===== src/rtl/mdu_iter_pkg.sv =====
// mdu_iter_pkg: shared definitions for the iterative multiply/divide unit.
// Holds the operation encodings, the FSM state type, the flag bit positions
// and small helpers used to classify an operation.
package mdu_iter_pkg;

  localparam logic [2:0] OP_MUL   = 3'b000;
  localparam logic [2:0] OP_UMULL = 3'b001;
  localparam logic [2:0] OP_SMULL = 3'b010;
  localparam logic [2:0] OP_UDIV  = 3'b100;
  localparam logic [2:0] OP_SDIV  = 3'b101;

  // Bit positions inside the 2-bit flags output ({N, Z}).
  localparam int FLAG_N = 1;
  localparam int FLAG_Z = 0;

  typedef enum logic [2:0] {
    ST_IDLE = 3'd0,
    ST_PREP = 3'd1,
    ST_RUN  = 3'd2,
    ST_FIX  = 3'd3,
    ST_DONE = 3'd4
  } mduStateE;

  function automatic logic isDivOp(input logic [2:0] opV);
    return (opV == OP_UDIV) || (opV == OP_SDIV);
  endfunction

  function automatic logic isSignedOp(input logic [2:0] opV);
    return (opV == OP_SMULL) || (opV == OP_SDIV);
  endfunction

endpackage


===== src/rtl/mdu_iter_step.sv =====
// mdu_iter_step: one radix-2 iteration of the multiply/divide engine.
// Purely combinational.
//   isDiv_i   : 1 selects restoring shift-subtract, 0 selects shift-add
//   acc_i     : current {high, low} accumulator
//   operand_i : multiplicand (multiply) or divisor (divide), unsigned magnitude
//   acc_o     : accumulator after this iteration
module mdu_iter_step
  import mdu_iter_pkg::*;
#(
  parameter int WIDTH = 32
) (
  input  logic                 isDiv_i,
  input  logic [2*WIDTH-1:0]   acc_i,
  input  logic [WIDTH-1:0]     operand_i,
  output logic [2*WIDTH-1:0]   acc_o
);

  logic [WIDTH:0] sum;
  logic [WIDTH:0] shifted;
  logic [WIDTH:0] diff;

  // Multiply: add the multiplicand into the high half when the current
  // multiplier bit (acc bit 0) is set, then shift the whole accumulator right
  // with the carry entering at the top.
  // Divide: shift the partial remainder left by one dividend bit, try the
  // subtraction with one guard bit; a set guard bit means the divisor did not
  // fit, so the shifted remainder is kept and a 0 quotient bit enters.
  always_comb begin
    sum     = {1'b0, acc_i[2*WIDTH-1:WIDTH]} + (acc_i[0] ? {1'b0, operand_i} : '0);
    shifted = {acc_i[2*WIDTH-1:WIDTH], acc_i[WIDTH-1]};
    diff    = shifted - {1'b0, operand_i};
    if (isDiv_i) begin
      if (diff[WIDTH]) begin
        acc_o = {shifted[WIDTH-1:0], acc_i[WIDTH-2:0], 1'b0};
      end else begin
        acc_o = {diff[WIDTH-1:0], acc_i[WIDTH-2:0], 1'b1};
      end
    end else begin
      acc_o = {sum, acc_i[WIDTH-1:1]};
    end
  end

endmodule


===== src/rtl/mdu_iter.sv =====
// mdu_iter: iterative radix-2 multiply/divide unit.
// Covers MUL, UMULL, SMULL, UDIV and SDIV with a fixed latency of WIDTH+3
// cycles from the accepting edge to the done pulse.
//   clk, reset : clock and asynchronous active-low reset
//   start      : request, accepted in IDLE or DONE
//   op, a, b   : operation and operands, captured on acceptance
//   busy       : high in PREP, RUN and FIX
//   done       : one-cycle pulse, lo/hi/dbz/flags valid from this cycle
//   lo, hi     : product halves, or quotient/remainder
//   dbz        : divide by zero on the last operation
//   flags      : {N, Z} of the last result
module mdu_iter
  import mdu_iter_pkg::*;
#(
  parameter int WIDTH = 32
) (
  input  logic             clk,
  input  logic             reset,
  input  logic             start,
  input  logic [2:0]       op,
  input  logic [WIDTH-1:0] a,
  input  logic [WIDTH-1:0] b,
  output logic             busy,
  output logic             done,
  output logic [WIDTH-1:0] lo,
  output logic [WIDTH-1:0] hi,
  output logic             dbz,
  output logic [1:0]       flags
);

  localparam logic [WIDTH-1:0] CNT_LOAD = WIDTH'(WIDTH - 1);
  localparam logic [WIDTH-1:0] CNT_ONE  = WIDTH'(1);

  mduStateE           state_q, state_d;
  logic [WIDTH-1:0]   cnt_q, cnt_d;
  logic [2*WIDTH-1:0] acc_q, acc_d;
  logic [WIDTH-1:0]   opnd_q, opnd_d;
  logic [WIDTH-1:0]   a_q, a_d;
  logic [WIDTH-1:0]   b_q, b_d;
  logic [2:0]         op_q, op_d;
  logic               negRes_q, negRes_d;
  logic               negRem_q, negRem_d;
  logic [WIDTH-1:0]   lo_q, lo_d;
  logic [WIDTH-1:0]   hi_q, hi_d;
  logic               dbz_q, dbz_d;
  logic [1:0]         flags_q, flags_d;

  logic [2*WIDTH-1:0] stepAcc;
  logic               stepIsDiv;
  logic               signedOp;
  logic [WIDTH-1:0]   absA, absB;
  logic [WIDTH-1:0]   resLo, resHi;
  logic               resDbz;
  logic [1:0]         resFlags;
  logic               isLong;

  assign stepIsDiv = isDivOp(op_q);
  assign signedOp  = isSignedOp(op_q);
  assign absA      = (signedOp && a_q[WIDTH-1]) ? -a_q : a_q;
  assign absB      = (signedOp && b_q[WIDTH-1]) ? -b_q : b_q;

  mdu_iter_step #(.WIDTH(WIDTH)) u_step (
    .isDiv_i   (stepIsDiv),
    .acc_i     (acc_q),
    .operand_i (opnd_q),
    .acc_o     (stepAcc)
  );

  // Final result as it will appear after FIX. The engine works on magnitudes,
  // so signed results are negated here. The most-negative / -1 SDIV case needs
  // no special handling: its magnitude quotient negates back to itself and
  // the remainder is already zero. A zero divisor register means b was zero.
  always_comb begin
    resLo  = '0;
    resHi  = '0;
    resDbz = 1'b0;
    case (op_q)
      OP_MUL, OP_UMULL: begin
        {resHi, resLo} = acc_q;
      end
      OP_SMULL: begin
        {resHi, resLo} = negRes_q ? -acc_q : acc_q;
      end
      OP_UDIV, OP_SDIV: begin
        if (opnd_q == '0) begin
          resDbz = 1'b1;
          resLo  = '1;
          resHi  = a_q;
        end else begin
          resLo = negRes_q ? -acc_q[WIDTH-1:0] : acc_q[WIDTH-1:0];
          resHi = negRem_q ? -acc_q[2*WIDTH-1:WIDTH] : acc_q[2*WIDTH-1:WIDTH];
        end
      end
      default: begin
      end
    endcase
    isLong           = (op_q == OP_UMULL) || (op_q == OP_SMULL);
    resFlags         = '0;
    resFlags[FLAG_N] = isLong ? resHi[WIDTH-1] : resLo[WIDTH-1];
    resFlags[FLAG_Z] = isLong ? ({resHi, resLo} == '0) : (resLo == '0);
  end

  // Next-state and next-value logic for the FSM and datapath. Operands are
  // captured on acceptance so later input changes cannot disturb a running
  // operation; outputs only move on the FIX to DONE transition.
  always_comb begin
    state_d  = state_q;
    cnt_d    = cnt_q;
    acc_d    = acc_q;
    opnd_d   = opnd_q;
    a_d      = a_q;
    b_d      = b_q;
    op_d     = op_q;
    negRes_d = negRes_q;
    negRem_d = negRem_q;
    lo_d     = lo_q;
    hi_d     = hi_q;
    dbz_d    = dbz_q;
    flags_d  = flags_q;
    case (state_q)
      ST_IDLE: begin
        if (start) begin
          a_d     = a;
          b_d     = b;
          op_d    = op;
          state_d = ST_PREP;
        end
      end
      ST_PREP: begin
        negRes_d = signedOp && (a_q[WIDTH-1] ^ b_q[WIDTH-1]);
        negRem_d = (op_q == OP_SDIV) && a_q[WIDTH-1];
        cnt_d    = CNT_LOAD;
        if (stepIsDiv) begin
          acc_d  = {{WIDTH{1'b0}}, absA};
          opnd_d = absB;
        end else begin
          acc_d  = {{WIDTH{1'b0}}, absB};
          opnd_d = absA;
        end
        state_d = ST_RUN;
      end
      ST_RUN: begin
        acc_d = stepAcc;
        if (cnt_q == '0) begin
          state_d = ST_FIX;
        end else begin
          cnt_d = cnt_q - CNT_ONE;
        end
      end
      ST_FIX: begin
        lo_d    = resLo;
        hi_d    = resHi;
        dbz_d   = resDbz;
        flags_d = resFlags;
        state_d = ST_DONE;
      end
      ST_DONE: begin
        if (start) begin
          a_d     = a;
          b_d     = b;
          op_d    = op;
          state_d = ST_PREP;
        end else begin
          state_d = ST_IDLE;
        end
      end
      default: begin
        state_d = ST_IDLE;
      end
    endcase
  end

  // State and datapath registers; reset abandons any operation in flight.
  always_ff @(posedge clk or negedge reset) begin
    if (!reset) begin
      state_q  <= ST_IDLE;
      cnt_q    <= '0;
      acc_q    <= '0;
      opnd_q   <= '0;
      a_q      <= '0;
      b_q      <= '0;
      op_q     <= '0;
      negRes_q <= 1'b0;
      negRem_q <= 1'b0;
      lo_q     <= '0;
      hi_q     <= '0;
      dbz_q    <= 1'b0;
      flags_q  <= '0;
    end else begin
      state_q  <= state_d;
      cnt_q    <= cnt_d;
      acc_q    <= acc_d;
      opnd_q   <= opnd_d;
      a_q      <= a_d;
      b_q      <= b_d;
      op_q     <= op_d;
      negRes_q <= negRes_d;
      negRem_q <= negRem_d;
      lo_q     <= lo_d;
      hi_q     <= hi_d;
      dbz_q    <= dbz_d;
      flags_q  <= flags_d;
    end
  end

  assign busy  = (state_q == ST_PREP) || (state_q == ST_RUN) || (state_q == ST_FIX);
  assign done  = (state_q == ST_DONE);
  assign lo    = lo_q;
  assign hi    = hi_q;
  assign dbz   = dbz_q;
  assign flags = flags_q;

endmodule


===== config.mk =====
export PLATFORM = sky130hd
export DESIGN_NAME = mdu_iter
export DESIGN_NICKNAME = d
export VERILOG_FILES = /design/src/rtl/mdu_iter_pkg.sv /design/src/rtl/mdu_iter_step.sv /design/src/rtl/mdu_iter.sv
export SDC_FILE = /design/constraint.sdc
export NUM_CORES = 1
export LEC_CHECK = 0
export ABC_AREA = 1
export CORE_AREA = 2 2 202 204
export DETAILED_ROUTE_END_ITERATION = 12
export DIE_AREA = 0 0 204 206
export PLACE_DENSITY = 0.83
export SLEW_MARGIN = 20
export SYNTH_ARGS = -nofsm -noshare
export SYNTH_HDL_FRONTEND = slang
export SYNTH_HIERARCHICAL = 1
export SYNTH_SLANG_ARGS = --single-unit

===== constraint.sdc =====
create_clock -name clk -period 5.7 [get_ports clk]
set_input_delay 1.14 -clock clk [delete_from_list [all_inputs] [get_ports clk]]
set_output_delay 1.14 -clock clk [all_outputs]
set_load 0.02 [all_outputs]

**M1 wires**

Cells faint in the background.
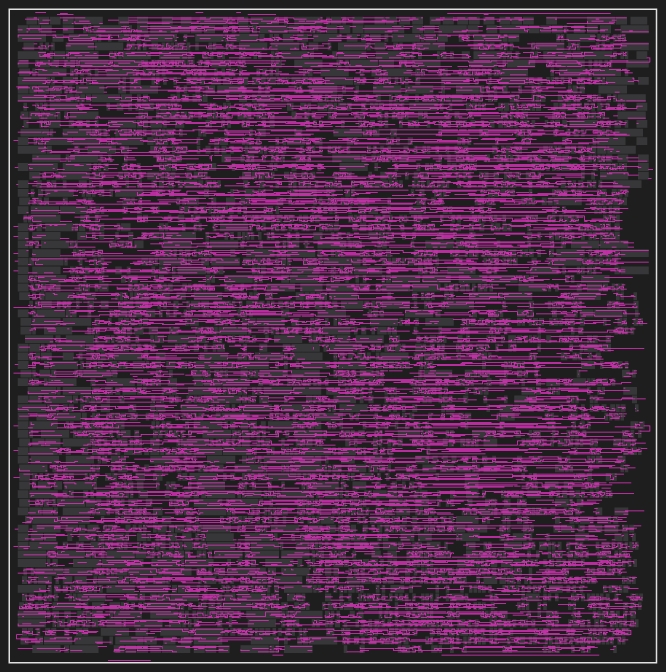
- main direction: horizontal
- share of all routed wire: 39%
- wire length on this layer: 36.8 mm
- longest straight run: 64.9 um
- nets with wire on the layer: 3801
met1 usage: 58.2%
total wire length: 93500 um
vias: 26.8k

**Signal wires on met2**

Bar = 50 um.
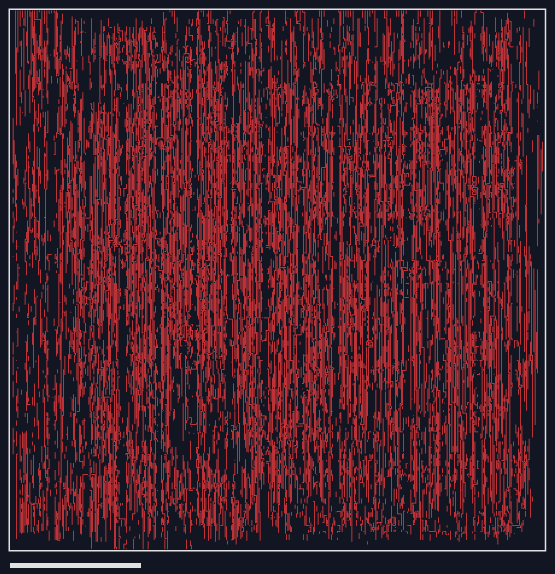
- main direction: vertical
- wire length on this layer: 38.8 mm
- longest straight run: 77.9 um
- nets with wire on the layer: 3201
- share of all routed wire: 41%

**M3 wires**

Bar = 50 um.
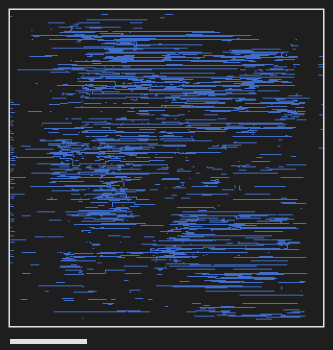
- longest straight run: 126 um
- nets with wire on the layer: 633
- share of all routed wire: 13%
grt met3 use: 11.8%

==> results.json <==
{
  "warning_count": 30,
  "worst_slew_pin_slew_ns": 0.961,
  "clk_latency_ns": 0.59,
  "ir_worst_vdd_mv": 0.631,
  "hold_buffers": 0,
  "fin_crit_sh_pct": 60.6,
  "top_logic_kind": "simple AND/OR/NAND/NOR gates",
  "path_cells": "buf_4, nand2_1, inv_1, ha_1, fa_1, nand3_1, nand2_1, nand2_1, o211ai_1, nand2_1, nand2_1, or2_2, nand3_1, nand2_1, nand2_1, o21ai_0",
  "synth.avg_cell_area_um2": 6.17,
  "detail-route-antenna-nets": 0,
  "dr_wl_met2_um": 38800,
  "cp_max_fo": 32,
  "firstDrtPassIters": 7,
  "gp_congestion": 1.14,
  "chipHeight_um": 206,
  "relSlewSlack_pct": 36.0,
  "ctsResizeCount": 0,
  "lay_top_cells": "nand2_1, nor2_1, inv_1, nand3_1, dfrtp_1",
  "grt_util_all_layers_pct": 44.0,
  "sh_seq_area_pct": 25.4,
  "switching_power_mw": 9.61,
  "worstHoldEndpoint": "cnt_q[30]",
  "power.density_nw_per_um2": 636,
  "grt_overflow_total": 0,
  "mi_logic_area_um2": 14700,
  "finalSetupViolations": 0,
  "wl_met1_um": 36800,
  "internal-power_mw": 7.11,
  "floorplan.nets": 3983,
  "crit_type": "reg -> reg",
  "fin_worst_skew_ns": 0.0172,
  "largest_reg_flops": 64,
  "nets": 4041,
  "edf_count": 0,
  "compound_area_share_pct": 14.1,
  "min_from": "cnt_q[30]",
  "io_pins": 139,
  "hold_viol_final": 0,
  "top_layer": "met5",
  "worstPathArrival_ns": 3.89,
  "tns_ns": 0,
  "grt_pass1_vias": 24300,
  "dieArea_um2": 42000,
  "hold_ws_ns": 0.484,
  "drive_above_1_share_pct": 5.84,
  "comb-cell-share_pct": 56.0,
  "design.core.area_um2": 40200,
  "crit_top_cell": "nand2_1",
  "start_kind": "flop",
  "power_mw": 16.7,
  "ff_count": 267,
  "inv_count": 452,
  "drt-initial-drc-count": 3696,
  "instances_no_fill": 4455,
  "worstSetupPathDepth": 16,
  "n_fill_cell": 3758,
  "worst_path_max_delay_cell": "fa_1",
  "max_freq_mhz": 289,
  "grt_pass1_wl_um": 141000,
  "async_flop_share_pct": 100,
  "cp-endpoint": "acc_q[43]",
  "reg2reg_slack_ns": 2.24,
  "ys_warn_count": 6,
  "antenna_found_initial": 5,
  "top_cells_by_count": "nand2_1, nor2_1, inv_1, nand3_1, dfrtp_1",
  "status": "finished, final reports clean",
  "ys_types": 58,
  "ys_sh_adder_pct": 3.87,
  "placed_cells_incl_taps": 4399,
  "cts_tree": "yes",
  "whs_path_depth": 1,
  "mux_area_share_pct": 0.808,
  "cp_num_buf_inv": 2,
  "switching_share_pct": 57.5,
  "pwr-share-comb_pct": 66.2,
  "placed_area_um2": 25300,
  "wl_per_cell_um": 21.0,
  "clkbuf_count": 44,
  "ys_sh_simple_pct": 40.4,
  "clkCellAreaFrac_pct": 3.72,
  "cts_max_path_buffers": 3,
  "worstRegToRegCells": 16,
  "wl_met3_um": 11800,
  "n_tap_cell": 532,
  "syn_area_um2": 23700,
  "topCellsByArea": "dfrtp_1, nand2_1, nor2_1, nand3_1, inv_1",
  "port_buffers": 138,
  "syn-instance-count": 3841,
  "num_rows": 74,
  "yosysTopAreaCell": "dfrtp_1",
  "p_seq_share_pct": 22.2,
  "final-seq-area_um2": 6680,
  "postLayoutCellArea_um2": 26300,
  "via_per_inst": 6.02,
  "cts_root_buffer": "clkbuf_16",
  "synth_seq_share_pct": 28.2,
  "r2r_start": "acc_q[0]",
  "drv_cap": 0
}
Power figures rest on the tool's default switching activity, not on a simulated workload.
